[config.mk]
export PLATFORM = sky130hd
export DESIGN_NAME = program_fetch_flat
export DESIGN_NICKNAME = d
export VERILOG_FILES = /design/src/rtl/program_fetch_if.sv /design/src/rtl/program_fetch.sv /design/src/flat_wrapper.sv
export SDC_FILE = /design/constraint.sdc
export NUM_CORES = 2
export LEC_CHECK = 0
export CAP_MARGIN = 20
export CORE_MARGIN = 10
export CORE_UTILIZATION = 55
export CTS_BUF_LIST = sky130_fd_sc_hd__clkbuf_8
export DETAILED_ROUTE_END_ITERATION = 10
export MAX_ROUTING_LAYER = met4
export PLACE_DENSITY_LB_ADDON = 0.1
export SYNTH_ARGS = -nofsm -noshare
export SYNTH_HDL_FRONTEND = slang
export SYNTH_SLANG_ARGS = --single-unit
[constraint.sdc]
create_clock -name clk -period 10.95 [get_ports clk]
set_input_delay 3.285 -clock clk [delete_from_list [all_inputs] [get_ports clk]]
set_output_delay 3.285 -clock clk [all_outputs]
set_load 0.05 [all_outputs]
[src/rtl/program_fetch_if.sv]
// Program-load handshake bundle: one 16-bit instruction word per accepted beat,
// with loadLast marking the final beat of a program.
interface program_fetch_if;
  logic        loadValid;
  logic        loadReady;
  logic [15:0] loadData;
  logic        loadLast;

  modport master (output loadValid, output loadData, output loadLast, input loadReady);
  modport slave  (input loadValid, input loadData, input loadLast, output loadReady);
endinterface

[src/rtl/program_fetch.sv]
// Program store and fetch sequencer: loads up to 256 instruction words, then
// feeds them to the decoder by PC while tracking run state and RUN cycle count.
module program_fetch #(
  parameter logic [15:0] HALT_WORD = 16'hE000
) (
  input  logic                  clk,
  input  logic                  rst,
  program_fetch_if.slave        lb,
  input  logic                  start,
  input  logic                  clear,
  input  logic [7:0]            instructionAddress,
  input  logic                  haltCondition,
  output logic [15:0]           instruction,
  output logic                  halt,
  output logic                  running,
  output logic [8:0]            programLength,
  output logic [15:0]           cycleCount
);

  typedef enum logic [2:0] {
    IDLE   = 3'd0,
    LOAD   = 3'd1,
    READY  = 3'd2,
    RUN    = 3'd3,
    HALTED = 3'd4
  } state_t;

  state_t      state_q, state_d;
  logic [8:0]  wrPtr_q, wrPtr_d;
  logic [8:0]  len_q, len_d;
  logic [15:0] cnt_q, cnt_d;
  logic [15:0] mem_q [256];
  logic        accept;

  assign lb.loadReady = (state_q == IDLE) || (state_q == LOAD);
  // clear takes priority over a simultaneous beat, so that beat is never stored
  assign accept = lb.loadValid && lb.loadReady && !clear;

  always_ff @(posedge clk or negedge rst) begin
    if (!rst) begin
      state_q <= IDLE;
      wrPtr_q <= '0;
      len_q   <= '0;
      cnt_q   <= '0;
    end else begin
      state_q <= state_d;
      wrPtr_q <= wrPtr_d;
      len_q   <= len_d;
      cnt_q   <= cnt_d;
    end
  end

  always_comb begin
    state_d = state_q;
    wrPtr_d = wrPtr_q;
    len_d   = len_q;
    cnt_d   = cnt_q;
    if (clear) begin
      state_d = IDLE;
      wrPtr_d = '0;
      len_d   = '0;
      cnt_d   = '0;
    end else begin
      case (state_q)
        IDLE, LOAD: begin
          if (accept) begin
            wrPtr_d = wrPtr_q + 9'd1;
            // the 256th beat closes the program even without loadLast
            if (lb.loadLast || (wrPtr_q == 9'd255)) begin
              state_d = READY;
              len_d   = wrPtr_q + 9'd1;
            end else begin
              state_d = LOAD;
            end
          end
        end
        READY: begin
          if (start) begin
            state_d = RUN;
            cnt_d   = '0;
          end
        end
        RUN: begin
          if (cnt_q != 16'hFFFF) cnt_d = cnt_q + 16'd1;
          if (haltCondition) state_d = HALTED;
        end
        HALTED: begin
          if (start) state_d = RUN;
        end
        default: state_d = IDLE;
      endcase
    end
  end

  // storage is deliberately not reset; rst only blocks writes
  always_ff @(posedge clk) begin
    if (rst && accept) mem_q[wrPtr_q[7:0]] <= lb.loadData;
  end

  assign instruction   = ((state_q == RUN) && ({1'b0, instructionAddress} < len_q))
                         ? mem_q[instructionAddress] : HALT_WORD;
  assign halt          = (state_q != RUN);
  assign running       = (state_q == RUN);
  assign programLength = len_q;
  assign cycleCount    = cnt_q;

endmodule

[src/flat_wrapper.sv]
// flat-port wrapper written by rule: the top's interface ports become plain ports
module program_fetch_flat 
#(
  parameter logic [15:0] HALT_WORD = 16'hE000
)
  (clk, rst, start, clear, instructionAddress, haltCondition, instruction, halt, running, programLength, cycleCount, lb_loadValid, lb_loadData, lb_loadLast, lb_loadReady);
  program_fetch_if lb_i ();
  input  logic clk;
  input  logic rst;
  input  logic start;
  input  logic clear;
  input  logic [7:0] instructionAddress;
  input  logic haltCondition;
  output logic [15:0] instruction;
  output logic halt;
  output logic running;
  output logic [8:0] programLength;
  output logic [15:0] cycleCount;
  input wire logic [$bits(lb_i.loadValid)-1:0] lb_loadValid;
  input wire logic [$bits(lb_i.loadData)-1:0] lb_loadData;
  input wire logic [$bits(lb_i.loadLast)-1:0] lb_loadLast;
  output wire logic [$bits(lb_i.loadReady)-1:0] lb_loadReady;
  assign lb_i.loadValid = lb_loadValid;
  assign lb_i.loadData = lb_loadData;
  assign lb_i.loadLast = lb_loadLast;
  assign lb_loadReady = lb_i.loadReady;
  program_fetch #(.HALT_WORD(HALT_WORD)) u_core (.clk(clk), .rst(rst), .lb(lb_i), .start(start), .clear(clear), .instructionAddress(instructionAddress), .haltCondition(haltCondition), .instruction(instruction), .halt(halt), .running(running), .programLength(programLength), .cycleCount(cycleCount));
endmodule
**Cell density map**

The die is cut into 28 by 28 equal tiles; black is low, pale yellow is high, 0 to 100% covered.
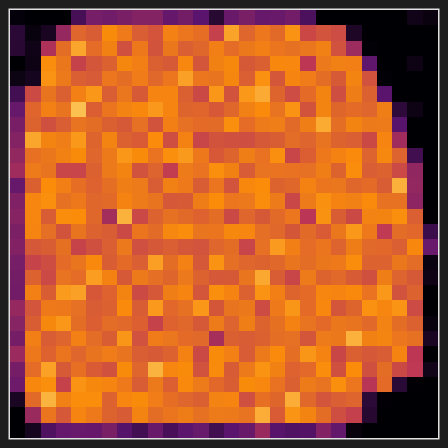
mean over tiles	56%
emptiest ninth of the die	north-east
fullest tile	86%
nearly empty tiles	7.8%
tiles over 75% full	8.7%
core footprint: 0.291 sq mm
final core utilization: 62.5%

**Routing congestion**

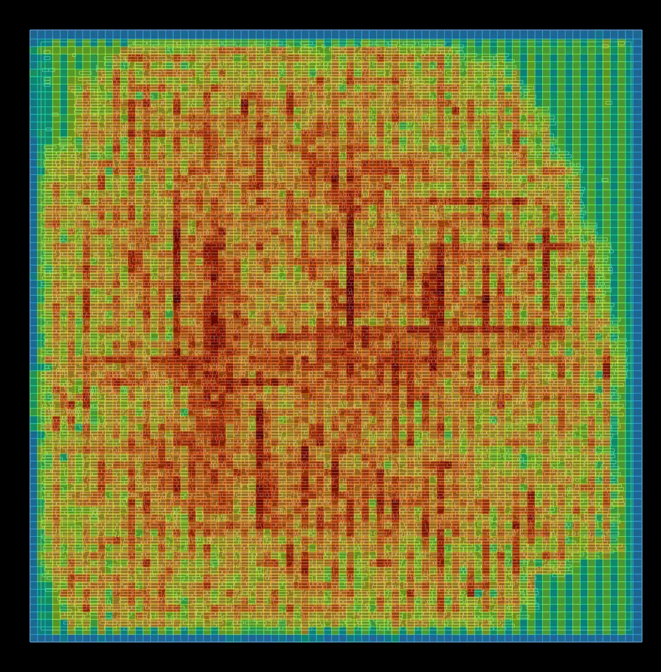
GRT Util Overall: 30.6%
met2 GRT Util: 43.9%
GRT busiest layer: met2
global-route met1 utilization: 43.3%
met3 Track Usage GR: 7.68%

**Cells colored by class**

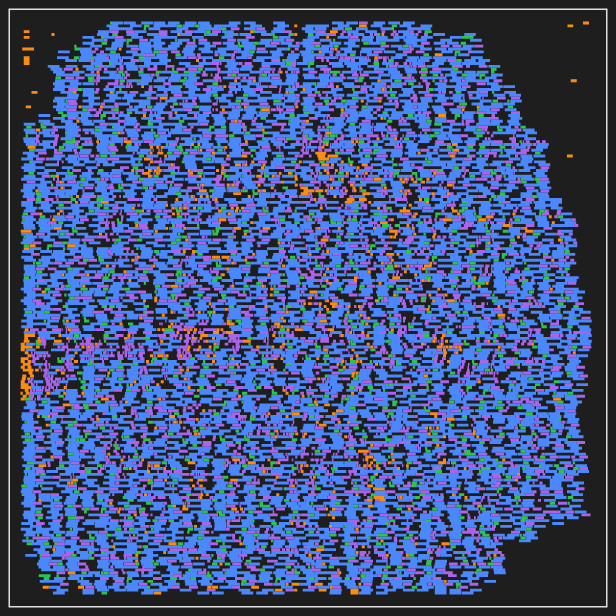
class	color	cells	share of their area
clock drivers and dummy loads	green	1150	6.5%
remaining logic cells	purple	3107	19%
registers	blue	4133	70%
remaining buffers and delay cells	orange	750	4.0%
Seq/total area: 68.2%
final instance area: 0.182 sq mm
Std-Cell Rows: 198

**Sequential cells grouped by signal name**

Other sequential cells in the stronger gray, the rest of the logic in the fainter gray.
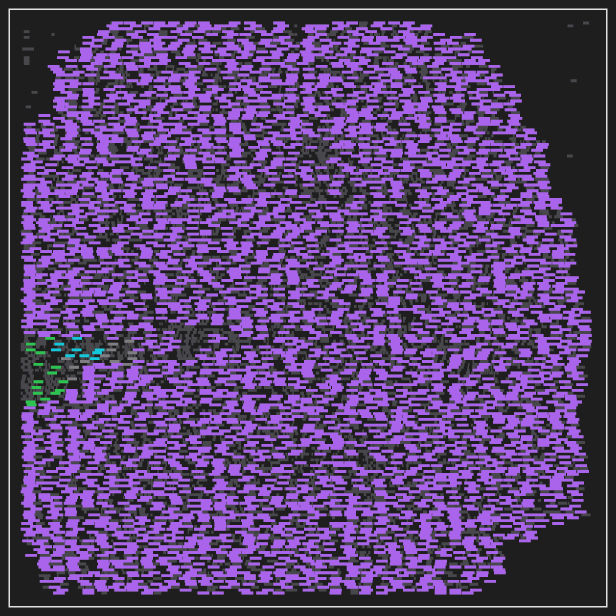
name in the netlist	color	placed flops
u_core.cycleCount	green	16
u_core.programLength	cyan	9
u_core.mem_q	purple	4096
not colored	12
seq pwr: 0.0174 W
FF+latch area: 0.124 sq mm

==> results.yml <==
# yosys + openroad results
outcome:
  outcome: "finished with violations"
  violations: "setup timing"
worst_setup_path:
  crit_end: "instruction[4]"
  cp_slowest_stage_delay_ps: 830
  slowest_stage: "a2111o_1"
  crit_start: "instructionAddress[5]"
  cp-end-kind: "primary output"
  cp_common_cell: "buf_4"
  critical_path_class: "in2out"
  rrSetupSlack_ps: 6500
  start_kind: "input port"
  r2r_end: "u_core.mem_q[0][0]"
  rr_startpoint: "u_core.state_q[1]"
  worstPathRequired_ps: 7670
  critical_path_buf_inv_count: 3
  path_delay_family: "AND-OR/OR-AND gates"
  cp_max_fo: 10
  critPathArrivalTime_ps: 7850
  r2r_cells: 8
hold_path:
  min_from: "u_core.cycleCount[12]"
  min_path_cells: 1
  holdPathEnd: "u_core.cycleCount[12]"
timing:
  final-hold-violation-count: 0
  final.min_clock_period_ps: 11130
  setup_tns_ps: -1010
  skew_ps: 60.8
  holdWs_ps: 553
  rsz0062_at_grt: "false"
  max_slew_margin_pct: 10.8
  slew_viol_final: 0
  setup_viol: 11
  worst_slack_ps: -183
  worst_slew_pin_slew_ps: 1340
clock_network:
  cts.repair.resized: 8
  clk_pin_slew_ps: 60
  tritoncts: "yes"
  numCtsBuffers: 654
  htree_levels: 6
  clock-sinks: 4133
  cts_setup_buffers: 0
logic_synthesis:
  synth_top_flop_cell: "edfxtp_1"
  ys_sh_adder_pct: 0.101
  yosysWarningCount: 0
  most_common_cell: "edfxtp_1"
  synth.distinct_cells: 78
  top_logic_kind: "multiplexers"
  ys_area_sq_mm: 0.161
  synth_flops: 4133
  synth_stat.cells: 7719
  syn_area_sq_mm: 0.161
  synthMuxAreaShare_pct: 14.5
  synth_cells: 7719
  largest_area_cell: "edfxtp_1"
  synth_nets: 7763
  topCellsByArea: "edfxtp_1 (77%), mux4_2 (11%), mux2i_1 (3.4%)"
  common_cells: "edfxtp_1 (4096), mux4_2 (779), mux2i_1 (550), nor2_1 (366), clkbuf_1 (200)"
  synth.avg_cell_area_sq_um: 20.8
  async_flop_share_pct: 0.895
  compound_area_share_pct: 4.15
  ys_seq_share_pct: 77.2
power_and_ir_drop:
  power.leakage_nw: 59.4
  p_int_w: 0.0238
  peakVddDrop_v: 0.000131
  combinationalPower_w: 0.00191
  pwr_density_cell_mw_per_mm2: 172
  combPwrFrac_pct: 6.1
  p_clk_w: 0.0118
  power_frac_clock_pct: 38.0
route:
  via_count: 86700
  viasPerCell: 6.64
  wl_microns: 477000
  drtAntennaViolNets: 0
  dr.pass1.iters: 6
  wl_per_cell_microns: 36.5
  first_iter_violations: 13100
  remaining_drc_errors: 0
placement:
  dpl_cell_area_sq_mm: 0.170
  gp_congestion: 0.898
  dp_hpwl_microns: 292000
  placed_cells: 11900
  pre_cts_ws_ps: -256
finish:
  lay_top_cells: "edfxtp_1 (4096), mux4_2 (779), clkbuf_8 (664)"
  layout_top_cell: "edfxtp_1"
  nNetsFinal: 8690
  drive_gt1_share_pct: 25.9
  fin_cells: 13100
  largest_register_ffs: 4096
  area_growth_pct: 13.2
floorplan:
  die_area_sq_mm: 0.314
  ios: 75
  die_y_microns: 560
  fp_util_pct: 55.2
grt:
  grt_pass1_wl_microns: 664000
  grt_max_degree: 191
  antenna_found_initial: 30
  grt_overflow: 0
  grt_pass1_vias: 85000
flow_run:
  tool_warnings: 74
  cap_violations: 0
==> logic make-up (layout without fill, tap and decap cells) <==
group | Yosys count | count (layout)
DFF | 4133 | 4133
muxes | 1350 | 1350
AOI/OAI and AO/OA | 920 | 920
and+or+nand+nor | 787 | 787
buffers and inverters | 497 | 1918
xor gates and xnor gates | 19 | 19
adders and majority gates | 13 | 13
other | 0 | 23
==> cell type report <==
type                    count  share of cell area [%]
clock inverters           487                    1.32
diodes                     23                  0.0317
flip-flops and latches   4133                    68.2
multi-input cells        3089                    18.8
repair buffers            750                    3.92
inverters                  18                  0.0454
well taps                3900                    2.68
clock buffers             663                    5.02
==> metal layers <==
metal	routed length [microns]	share of wire, %
met2	217000	45
met3	55200	12
met1	188000	39
met5	0	0
met4	17700	3.7
No activity file was given, so power comes from the tool's default toggle rates.
